--- config.mk ---
export PLATFORM = sky130hd
export DESIGN_NAME = otp_keystream_gen_flat
export DESIGN_NICKNAME = d
export VERILOG_FILES = /design/src/rtl/otp_keystream_gen_if.sv /design/src/rtl/otp_keystream_gen.sv /design/src/flat_wrapper.sv
export SDC_FILE = /design/constraint.sdc
export NUM_CORES = 1
export LEC_CHECK = 0
export ABC_AREA = 1
export CORE_UTILIZATION = 44
export DETAILED_ROUTE_END_ITERATION = 8
export MAX_ROUTING_LAYER = met4
export PLACE_DENSITY_LB_ADDON = 0.05
export SYNTH_ARGS = -nofsm -noshare
export SYNTH_HDL_FRONTEND = slang
export SYNTH_SLANG_ARGS = --single-unit
--- constraint.sdc ---
create_clock -name clk -period 1.3 [get_ports clk]
set_input_delay 0.195 -clock clk [delete_from_list [all_inputs] [get_ports clk]]
set_output_delay 0.195 -clock clk [all_outputs]
set_load 0.1 [all_outputs]
--- src/rtl/otp_keystream_gen_if.sv ---
// Handshake and control bundle between the keystream generator and its consumer/controller.
// The master drives control and ready; the slave (the generator) drives the keystream side.
interface otp_keystream_gen_if;
    logic        seed_load;
    logic [15:0] seed_in;
    logic        start;
    logic        stop;
    logic        otp_ready;
    logic [7:0]  otp;
    logic        otp_valid;
    logic [15:0] byte_count;
    logic        busy;

    modport master (
        output seed_load, seed_in, start, stop, otp_ready,
        input  otp, otp_valid, byte_count, busy
    );

    modport slave (
        input  seed_load, seed_in, start, stop, otp_ready,
        output otp, otp_valid, byte_count, busy
    );
endinterface

--- src/rtl/otp_keystream_gen.sv ---
// One-time-pad byte generator: a seedable 16-bit Fibonacci LFSR (x^16+x^14+x^13+x^11+1)
// advanced 8 steps per accepted byte, streamed over a valid/ready handshake.
module otp_keystream_gen #(
    parameter logic [15:0] SEED = 16'hACE1
) (
    input  logic                 clk,
    input  logic                 reset,
    otp_keystream_gen_if.slave   bus
);

    typedef enum logic {
        IDLE = 1'b0,
        RUN  = 1'b1
    } state_e;

    state_e      state_q;
    logic        otp_valid_q;
    logic        busy_q;
    logic [15:0] lfsr_q, lfsr_d;
    logic [15:0] count_q, count_d;
    logic        accept;

    // Eight single steps unrolled; the first feedback bit ends up in bit 7.
    function automatic logic [15:0] byte_advance(input logic [15:0] s);
        logic [15:0] t;
        logic        fb;
        t = s;
        for (int i = 0; i < 8; i++) begin
            fb = t[15] ^ t[13] ^ t[12] ^ t[10];
            t  = {t[14:0], fb};
        end
        return t;
    endfunction

    assign accept = otp_valid_q & bus.otp_ready;

    // Seed load outranks an accept in the same cycle: the byte is dropped, not counted.
    always_comb begin
        // NOTE: every output of a combinational block gets a default first, so no path can infer a latch.
        lfsr_d  = lfsr_q;
        count_d = count_q;
        if (bus.seed_load) begin
            lfsr_d  = (bus.seed_in == 16'h0000) ? SEED : bus.seed_in;
            count_d = 16'h0000;
        end else if (accept) begin
            lfsr_d  = byte_advance(lfsr_q);
            count_d = count_q + 16'd1;
        end
    end

    always_ff @(posedge clk) begin
        // NOTE: state is updated with non-blocking assignments so every register samples pre-edge values.
        if (reset) begin
            state_q     <= IDLE;
            otp_valid_q <= 1'b0;
            busy_q      <= 1'b0;
            lfsr_q      <= SEED;
            count_q     <= 16'h0000;
        end else begin
            lfsr_q  <= lfsr_d;
            count_q <= count_d;
            case (state_q)
                IDLE: begin
                    if (bus.start && !bus.stop) begin
                        state_q     <= RUN;
                        otp_valid_q <= 1'b1;
                        busy_q      <= 1'b1;
                    end
                end
                RUN: begin
                    if (bus.stop) begin
                        state_q     <= IDLE;
                        otp_valid_q <= 1'b0;
                        busy_q      <= 1'b0;
                    end
                end
                default: begin
                    state_q     <= IDLE;
                    otp_valid_q <= 1'b0;
                    busy_q      <= 1'b0;
                end
            endcase
        end
    end

    assign bus.otp        = lfsr_q[7:0];
    assign bus.otp_valid  = otp_valid_q;
    assign bus.busy       = busy_q;
    assign bus.byte_count = count_q;

endmodule
--- src/flat_wrapper.sv ---
// flat-port wrapper written by rule: the top's interface ports become plain ports
module otp_keystream_gen_flat 
#(
    parameter logic [15:0] SEED = 16'hACE1
)
  (clk, reset, bus_seed_load, bus_seed_in, bus_start, bus_stop, bus_otp_ready, bus_otp, bus_otp_valid, bus_byte_count, bus_busy);
  otp_keystream_gen_if bus_i ();
  input  logic clk;
  input  logic reset;
  input wire logic [$bits(bus_i.seed_load)-1:0] bus_seed_load;
  input wire logic [$bits(bus_i.seed_in)-1:0] bus_seed_in;
  input wire logic [$bits(bus_i.start)-1:0] bus_start;
  input wire logic [$bits(bus_i.stop)-1:0] bus_stop;
  input wire logic [$bits(bus_i.otp_ready)-1:0] bus_otp_ready;
  output wire logic [$bits(bus_i.otp)-1:0] bus_otp;
  output wire logic [$bits(bus_i.otp_valid)-1:0] bus_otp_valid;
  output wire logic [$bits(bus_i.byte_count)-1:0] bus_byte_count;
  output wire logic [$bits(bus_i.busy)-1:0] bus_busy;
  assign bus_i.seed_load = bus_seed_load;
  assign bus_i.seed_in = bus_seed_in;
  assign bus_i.start = bus_start;
  assign bus_i.stop = bus_stop;
  assign bus_i.otp_ready = bus_otp_ready;
  assign bus_otp = bus_i.otp;
  assign bus_otp_valid = bus_i.otp_valid;
  assign bus_byte_count = bus_i.byte_count;
  assign bus_busy = bus_i.busy;
  otp_keystream_gen #(.SEED(SEED)) u_core (.clk(clk), .reset(reset), .bus(bus_i));
endmodule
==> run_1/m3.png <==
Bar = 20 um.
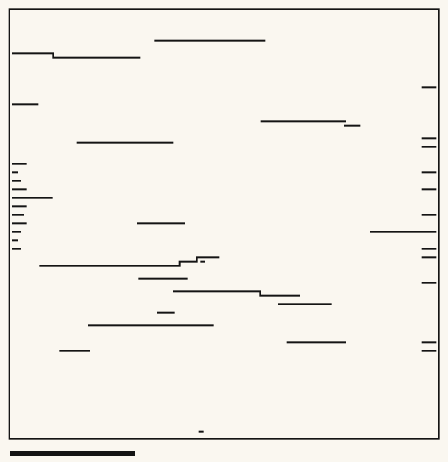
The wires run mostly horizontal. The layer holds 5.0% of the routed length. The layer carries 238 um of wire. The longest straight run is 22.3 um.

==> run_1/util_map.png <==
The die is cut into 7 by 7 equal tiles; white is low, dark blue is high, 0 to 100% covered.
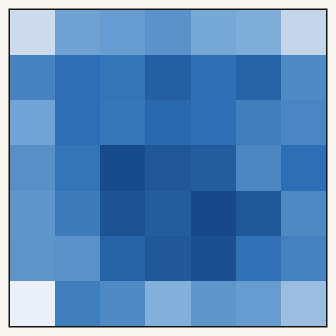
The mean over all tiles is 66%. The densest ninth of the die: center. 31% of the tiles are over 75% full. The fullest tile reaches 90%.

==> metrics.yaml, run 1 <==
max_cap_check_violation_count: 0
warnings: 28
wirelength_met1_mm: 2.02
layoutNonFillerInstCount: 403
worst_reg2reg_endpoint: "u_core.bus.byte_count[12]"
post_cts.resized_instances: 1
synth_top_flop_cell: "sky130_fd_sc_hd__dfxtp_1"
antenna_cells: 0
power_switching_share_pct: 31.6
clock_tree.buffer_depth: 2
worst-setup-path-type: "reg2reg"
powerClk_w: 0.000993
number_of_cells_traversed_by_the_worst_register_to_register_path: 8
via_count: 1943
num_io_pins: 48
yosysCellCount: 276
finalHoldWorstSlack_ns: 0.482
synthCells: 276
seq_cell_power_w: 0.00112
yosys.area_share.aoi_pct: 10.6
ys_top_logic_family: "simple AND/OR/NAND/NOR gates"
placement_row_count: 23
status: "finished, final reports clean"
enable_flop_cells: 0
grt.met3_usage_pct: 5.67
grt_antenna_before_repair: 0
route.final.wire_length_mm: 4.77
stdcell_area_um2: 3150
grt_max_degree: 16
crit_buf_inv: 0
timing_hold_violations_final: 0
leakagePower_nw: 1.43
ys_sh_simple_pct: 35.5
setup_slack_of_the_worst_register_to_register_path_ns: 0.04
timing.hold.worst_path_depth: 2
seq_area_frac_synth_pct: 35.0
first_global_vias: 1753
pwr-share-comb_pct: 27.0
die_height_um: 68.5
comb_cell_power_w: 0.000782
cts_inserted_buffers: 5
drt_pass1_iterations: 4
critPathLaunch: "u_core.bus.byte_count[1]"
fa_ha_area_share_pct: 0.644
post_route_utilization_pct: 76.6
dr.max_layer_used: "met4"
finish.net_count: 375
grt_use_met1_pct: 26.8
place_worst_setup_slack_ns: -0.312
synth.net_count: 299
netlist_top_cells_count: "sky130_fd_sc_hd__nand2_1 (73), sky130_fd_sc_hd__nor2_1 (40), sky130_fd_sc_hd__dfxtp_1 (34), sky130_fd_sc_hd__inv_1 (27), sky130_fd_sc_hd__a21oi_1 (16)"
globalRoute.totalOverflow: 0
power_density_nw_per_um2: 919
vdd.ir_drop.worst_mv: 0.690
cp-end-kind: "flop"
met3_wirelength_um: 237
mux_share_pct: 0
path_max_fanout: 4
fmaxAchievable_ghz: 0.793
end_point_of_the_most_critical_hold_path: "u_core.state_q"
r2r_start: "u_core.bus.byte_count[1]"
clock_insertion_delay_worst_skew_ns: 0.29
yosysWarnings: 0
p_switching_w: 0.000916
synth_largest_type_area_fraction_pct: 35.0
==> run_1/class_map.png <==
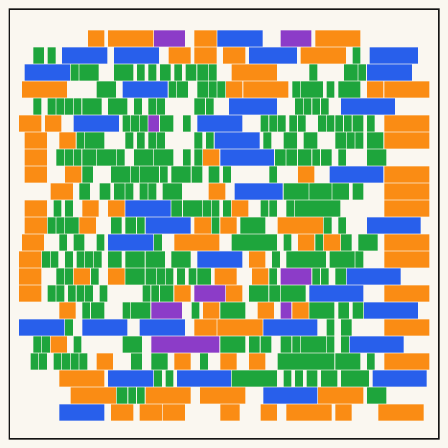
Key: remaining logic cells = green [cells 229, share of their area 40%]; remaining buffers and delay cells = orange [cells 82, share of their area 33%]; sequential cells = blue [cells 34, share of their area 24%]; clock drivers and dummy loads = purple [cells 8, share of their area 3.5%]

==> run_1/m2.png <==
Bar = 20 um.
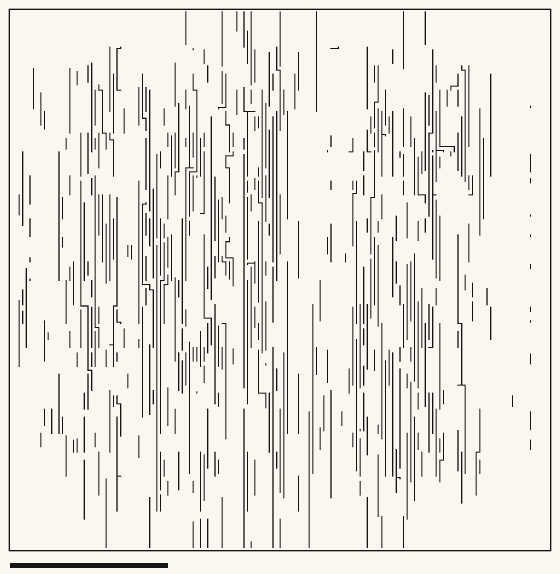
The wires run mostly vertical. The layer holds 50% of the routed length. 293 nets have wire on it.

==> run 1: cell type report <==
class / count / area (um^2)
clock buffer: 5 / 68.8
multi-input combinational: 200 / 1130
inverter: 29 / 114
timing repair buffer: 82 / 1000
clock inverter: 3 / 40.0
fill: 300 / 962
tap: 50 / 62.6
sequential: 34 / 731
==> run 1: registers in the layout, summed over array words and instances, names as in the netlist <==
name                   count
u_core.lfsr_q             16
u_core.bus.otp_valid       1
u_core.state_q             1
u_core.bus.byte_count     16
==> run 1: cell usage in the layout (no fill, tap or decap), drive strengths merged, types with 2 or more instances in the layout <==
cell,n
a21oi,16
buf,61
clkbuf,5
clkdlybuf4s50,20
clkinv,2
dfxtp,34
inv,29
nand2,77
nand2b,3
nand3,6
nand4,4
nor2,47
nor3,7
o21a,2
o21ai,12
o221ai,3
xnor2,13
xor2,5
--- run 2 (diff from run 1) ---
GPL_TIMING_DRIVEN = 1   (was default)
PLACE_DENSITY_LB_ADDON = 0.08   (was 0.05)
==> run_2/m2.png <==
Bar = 20 um.
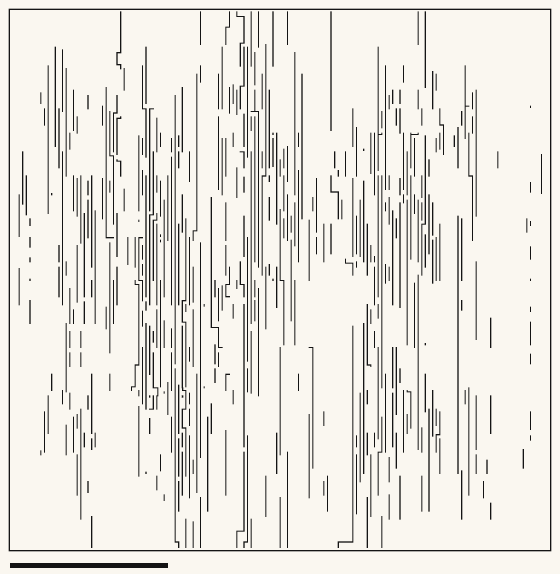
The layer carries 2,430 um of wire. The layer holds 51% of the routed length.

==> run_2/util_map.png <==
The die is cut into 7 by 7 equal tiles; white is low, dark blue is high, 0 to 100% covered.
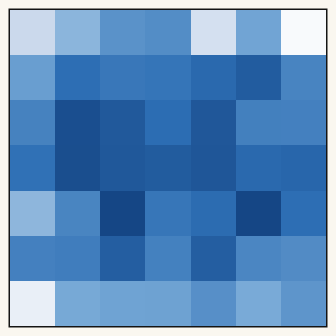
37% of the tiles are over 75% full. The fullest tile reaches 91%. The mean over all tiles is 66%.
Std-Cell Core Area: 4120 um^2
fp util: 47.2%

==> run 2 against run 1 <==
Effect of this change:
- worst hold slack lost 0.19 ns
- final cell count shrank 0.25%
- maximum frequency shrank 0.71%
- design area shrank 0.67%
- first-iteration DRC count shrank 19%
- sequential power is essentially flat
- worst setup slack lost 0.0090 ns
- critical path depth shrank 6
- utilization shrank 0.52 points
- clock-buffer cell count grew 1
- routed wire length shrank 0.71%
- clock skew grew 0.0015 ns
- largest cell class unchanged
- largest power group unchanged
==> metrics.yaml, run 2 <==
status: "finished, final reports clean"
enable_flop_cells: 0  # unchanged
timing_hold_violations_final: 0  # unchanged
clock_tree.buffer_depth: 2  # unchanged
mux_share_pct: 0  # unchanged
route.final.wire_length_mm: 4.74  # -0.71%
fmaxAchievable_ghz: 0.787  # -0.71%
vdd.ir_drop.worst_mv: 0.809  # +17%
yosysWarnings: 0  # unchanged
clock_area_share_pct: 3.04  # -0.42 points
seq_area_share_pct: 23.3  # +0.16 points
ys_sh_simple_pct: 35.5  # unchanged
slew_violations: 0
synth.yosys.chip_area_um2: 1940
dr.max_layer_used: "met4"
worst-setup-path-type: "reg2out"
yosys.area_share.aoi_pct: 10.6  # unchanged
combAreaFraction_pct: 36.3  # +0.36 points
grt_antenna_before_repair: 0  # unchanged
drt_pass1_iterations: 5  # +1
grt_max_degree: 13  # -3
power_top_consumer: "registers"
synth_top_flop_cell: "sky130_fd_sc_hd__dfxtp_1"
p_switching_w: 0.000905  # -1.2%
layout.clock_buffers: 6  # +1
placement_row_count: 23  # unchanged
clock_insertion_delay_worst_skew_ns: 0.29  # about the same
multiInputCombCellCount: 200  # unchanged
mi_logic_area_um2: 1140  # +0.33%
ys_top_logic_family: "simple AND/OR/NAND/NOR gates"
synth.net_count: 299  # unchanged
leakagePower_nw: 1.43  # +0.29%
synth_largest_type_area_fraction_pct: 35.0  # unchanged
finalHoldWorstSlack_ns: 0.287  # -0.195 ns
comb_cell_power_w: 0.000787  # +0.6%
count_of_plain_and_timing_repair_buffers: 81  # -1.2%
crit_buf_inv: 2  # +2
seq_area_frac_synth_pct: 35.0  # unchanged
max_cap_check_violation_count: 0  # unchanged
pwr-share-comb_pct: 28.7  # +1.7 points
fa_ha_area_share_pct: 0.644  # unchanged
biggestCellCategory: "combinational gates"
path_max_fanout: 4  # unchanged
cts.root.buffer_cell: "sky130_fd_sc_hd__clkbuf_8"
post_cts.resized_instances: 0  # -1
yosysCellCount: 276  # unchanged
post_route_utilization_pct: 76.1  # -0.52 points
place_worst_setup_slack_ns: -0.311  # +0.00112 ns
inverters: 29  # unchanged
num_io_pins: 48  # unchanged
first_global_vias: 1858  # +6.0%
worst_path_largest_cell_delay_ns: 0.45
layout.buffer.nonclock.area_share_pct: 31.7  # -0.14 points
globalRoute.totalOverflow: 0  # unchanged
netlist_top_cells_count: "sky130_fd_sc_hd__nand2_1 (73), sky130_fd_sc_hd__nor2_1 (40), sky130_fd_sc_hd__dfxtp_1 (34), sky130_fd_sc_hd__inv_1 (27), sky130_fd_sc_hd__a21oi_1 (16)"
fillCellCount: 293  # -2.3%
power_density_nw_per_um2: 877  # -4.6%
die_height_um: 68.5  # unchanged
met3_wirelength_um: 226  # -4.6%
stdcell_area_um2: 3130  # -0.67%
powerClk_w: 0.000836  # -16%
num_tap_cells: 50  # unchanged
flops: 34  # unchanged
instance_count_after_placement_with_tap_cells_included: 390
warnings: 28  # unchanged
final_layout_top_logic_cell: "sky130_fd_sc_hd__nand2_1"
antenna_cells: 0  # unchanged
via_count: 1963  # +1.0%
finish.net_count: 374  # -0.27%
groute.usage.overall_pct: 24.0
grt.met3_usage_pct: 4.00  # -1.7 points
synthCells: 276  # unchanged
setup_slack_of_the_worst_register_to_register_path_ns: 0.04  # about the same
most_used_cells_in_the_layout_excluding_fill_and_tap_cells: "sky130_fd_sc_hd__nand2_1 (71), sky130_fd_sc_hd__nor2_1 (35), sky130_fd_sc_hd__buf_4 (34), sky130_fd_sc_hd__inv_1 (27), sky130_fd_sc_hd__buf_12 (26)"
cts_inserted_buffers: 5  # unchanged
layout.area.seq_um2: 731  # unchanged
grt_use_met1_pct: 27.3  # +0.47 points
layoutNonFillerInstCount: 402  # -0.25%
seq_cell_power_w: 0.00112  # about the same
==> run 2: netlist changes by cell type in the layout (fill, tap and decap cells not counted), moves of 2 or more <==
cell / delta
sky130_fd_sc_hd__nor2_2: +2
sky130_fd_sc_hd__nor2_1: -2
sky130_fd_sc_hd__dlymetal6s2s_1: +3
sky130_fd_sc_hd__clkdlybuf4s50_1: -2
==> run 2: path summary, 6_finish.rpt <==
| kind | startpoint | depth (start not counted) | end |
|---|---|---|---|
| setup / recovery | u_core.lfsr_q[7] | 2 | bus_otp[7] |
| hold / removal | bus_seed_in[8] | 3 | u_core.lfsr_q[8] |
| setup reg to reg | u_core.bus.byte_count[0] | 10 | u_core.bus.byte_count[14] |
| hold reg to reg | u_core.state_q | 2 | u_core.state_q |
--- run 3 (diff from run 2) ---
CORE_MARGIN = 2   (was default)
==> run_3/m2.png <==
Bar = 20 um.
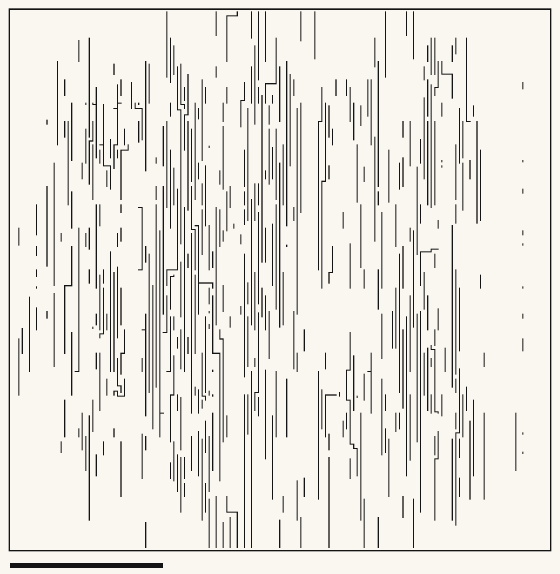
The longest straight run is 26.9 um. 289 nets have wire on it. The layer carries 2,500 um of wire.

==> run_3/class_map.png <==
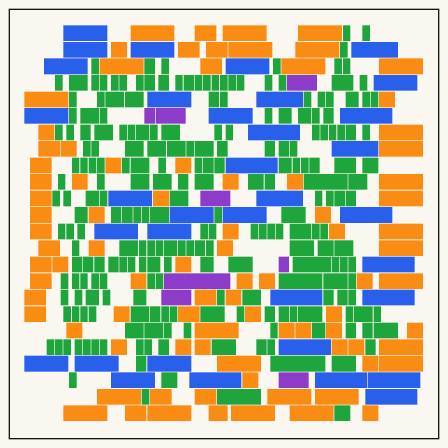
Key: sequential cells = blue [cells 34, share of their area 23%]; remaining buffers and delay cells = orange [cells 87, share of their area 33%]; remaining logic cells = green [cells 229, share of their area 40%]; clock drivers and dummy loads = purple [cells 8, share of their area 3.5%]

==> run 3 against run 2 <==
Effect of this change:
- maximum frequency decreased by 0.18%
- total power is 4.6% higher
- utilization shrank 1.7 points
- sequential share of layout area fell by 0.45 points
- sequential cell count did not move
- clock power increased by 15%
- critical path type is now in2reg
==> metrics.yaml, run 3 <==
combAreaFraction_pct: 35.5  # -0.81 points
synthCells: 276  # unchanged
syn-cell-area_um2: 1940
drt_pass1_iterations: 4  # -1
yosysCellCount: 276  # unchanged
worst-setup-path-type: "in2reg"
timing.critical_path.from_type: "input pin"
num_io_pins: 48  # unchanged
slew_violations: 0  # unchanged
multiInputCombCellCount: 200  # unchanged
warnings: 28  # unchanged
floorplan.initialDensity_pct: 45.3  # -2.0 points
leakagePower_nw: 1.46  # +1.5%
synth_largest_type_area_fraction_pct: 35.0  # unchanged
biggestCellCategory: "combinational gates"
r2r_start: "u_core.bus.byte_count[1]"
power_density_nw_per_um2: 900  # +2.6%
die_height_um: 70.5  # +2.9%
fp.coreArea_um2: 4290  # +4.3%
vdd.ir_drop.worst_mv: 0.635  # -22%
flops: 34  # unchanged
mux_share_pct: 0  # unchanged
enable_flop_cells: 0  # unchanged
first_global_vias: 1775  # -4.5%
end_point_of_the_most_critical_hold_path: "u_core.state_q"
cts_inserted_buffers: 5  # unchanged
synth.yosys.chip_area_um2: 1940  # unchanged
timing_hold_violations_final: 0  # unchanged
worstMarginPinSlew_ns: 0.353
path_cells: "clkdlybuf4s50_1 > nor2_1 > nand3_1 > nor2_2 > nand2_2 > a21oi_1 > o21ai_0 > nand2_1"
clock_area_share_pct: 3.41  # +0.37 points
hold_class: "in2reg"
clock_tree.buffer_depth: 2  # unchanged
crit_cells: 8  # +6
count_of_plain_and_timing_repair_buffers: 87  # +7.4%
drc_errors: 0
grt_antenna_before_repair: 0  # unchanged
cp-end-kind: "flop"
fmaxAchievable_ghz: 0.786  # -0.18%
cts.root.buffer_cell: "sky130_fd_sc_hd__clkbuf_8"
ys_sh_simple_pct: 35.5  # unchanged
grt_max_degree: 16  # +3
number_of_cells_traversed_by_the_worst_register_to_register_path: 10  # unchanged
slew-limit-headroom_pct: 76.3
gpl.final_weighted_congestion: 0.849
most_used_cells_in_the_layout_excluding_fill_and_tap_cells: "sky130_fd_sc_hd__nand2_1 (70), sky130_fd_sc_hd__buf_4 (39), sky130_fd_sc_hd__nor2_1 (36), sky130_fd_sc_hd__inv_1 (27), sky130_fd_sc_hd__buf_12 (27)"
route.final.wire_length_mm: 4.79  # +1.2%
seq_area_share_pct: 22.9  # -0.45 points
layout.buffer.nonclock.area_share_pct: 32.6  # +0.92 points
crit_end: "u_core.lfsr_q[0]"
timing.critical_path.max_delay_family: "simple AND/OR/NAND/NOR gates"
worst_reg2reg_endpoint: "u_core.bus.byte_count[14]"
finish.net_count: 380  # +1.6%
hold_path_startpoint: "bus_stop"
num_tap_cells: 52  # +4.0%
path_max_fanout: 6  # +2
synth_top_flop_cell: "sky130_fd_sc_hd__dfxtp_1"
crit_buf_inv: 1  # -1
status: "finished, final reports clean"
layout.clock_buffers: 5  # -1
synth.net_count: 299  # unchanged
post_drt_via_cell_ratio: 4.70
post_dp_cell_area_um2: 3010
placement_row_count: 24  # +4.3%
layoutNonFillerInstCount: 410  # +2.0%
clock_insertion_delay_worst_skew_ns: 0.29  # about the same
overall_power_of_the_completed_layout_w: 0.00287
instance_count_after_placement_with_tap_cells_included: 393  # +0.77%
fa_ha_area_share_pct: 0.644  # unchanged
max_cap_check_violation_count: 0  # unchanged
netlist_top_cells_count: "sky130_fd_sc_hd__nand2_1 (73), sky130_fd_sc_hd__nor2_1 (40), sky130_fd_sc_hd__dfxtp_1 (34), sky130_fd_sc_hd__inv_1 (27), sky130_fd_sc_hd__a21oi_1 (16)"
seq_area_frac_synth_pct: 35.0  # unchanged
ys_top_logic_family: "simple AND/OR/NAND/NOR gates"
antenna_cells: 0  # unchanged
setup_slack_of_the_worst_register_to_register_path_ns: 0.06  # +0.02 ns
fillCellCount: 333  # +14%
groute.usage.overall_pct: 20.4  # -3.6 points
stdcell_area_um2: 3190  # +2.0%
post_synth_num_cell_types: 29
worst_path_largest_cell_delay_ns: 0.42  # -0.03 ns
clock_skew_ns: 0.00584
yosys.area_share.aoi_pct: 10.6  # unchanged
mi_logic_area_um2: 1130  # -0.33%
critPathLaunch: "bus_seed_in[9]"
via_count: 1926  # -1.9%
globalRoute.totalOverflow: 0  # unchanged
post_cts.resized_instances: 1  # +1
final_layout_top_logic_cell: "sky130_fd_sc_hd__nand2_1"
layout.area.seq_um2: 731  # unchanged
yosysWarnings: 0  # unchanged
timing.hold.worst_path_depth: 2  # -1
inverters: 29  # unchanged
## run 3: where the power goes
part           total [W]  internal [W]  leakage [nW]  switching (W)
Sequential       0.00112       0.00107         0.290      0.0000563
Combinational   0.000789      0.000354          1.11       0.000435
Clock           0.000962      0.000564        0.0579       0.000398
Total            0.00287       0.00198          1.46       0.000890
## run 3: through the flow
stage	util, %	setup WS [ns]	hold slack (ns)
2_1_floorplan	-	-0.181	0.264
5_1_grt	74.4	-0.0251	0.489
3_3_place_gp	70.0	-0.283	0.476
6_report	74.4	0.0274	0.492
4_1_cts	72.6	0.0121	0.482
3_5_place_dp	70.0	-0.315	0.499
## run 3: layer usage
metal	part of all wire, %	global-route usage [%]
met5	0	-
met1	42	23.9
met3	4.4	4.33
met2	52	34.0
met4	1.1	8.33

==> gallery <==
Placement view.
image #1
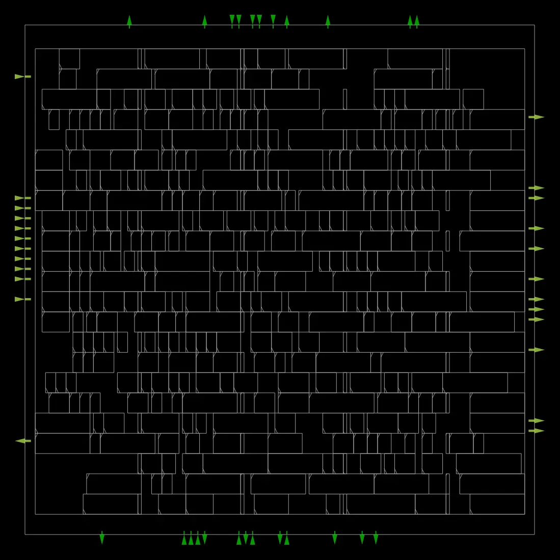
image #2
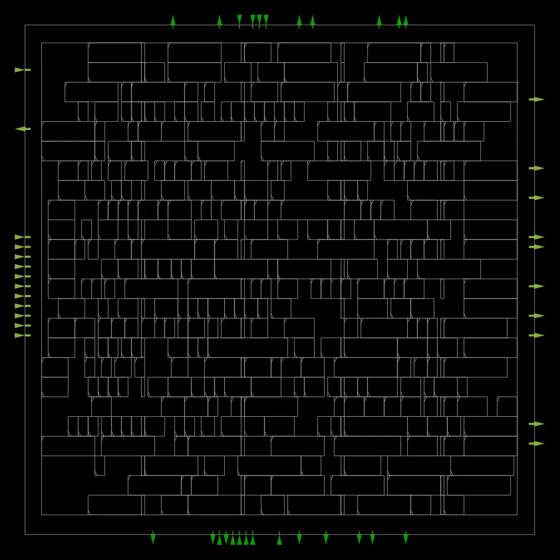
Run 3 is image #2.
Run 2 is image #1.

Power figures rest on the tool's default switching activity, not on a simulated workload.
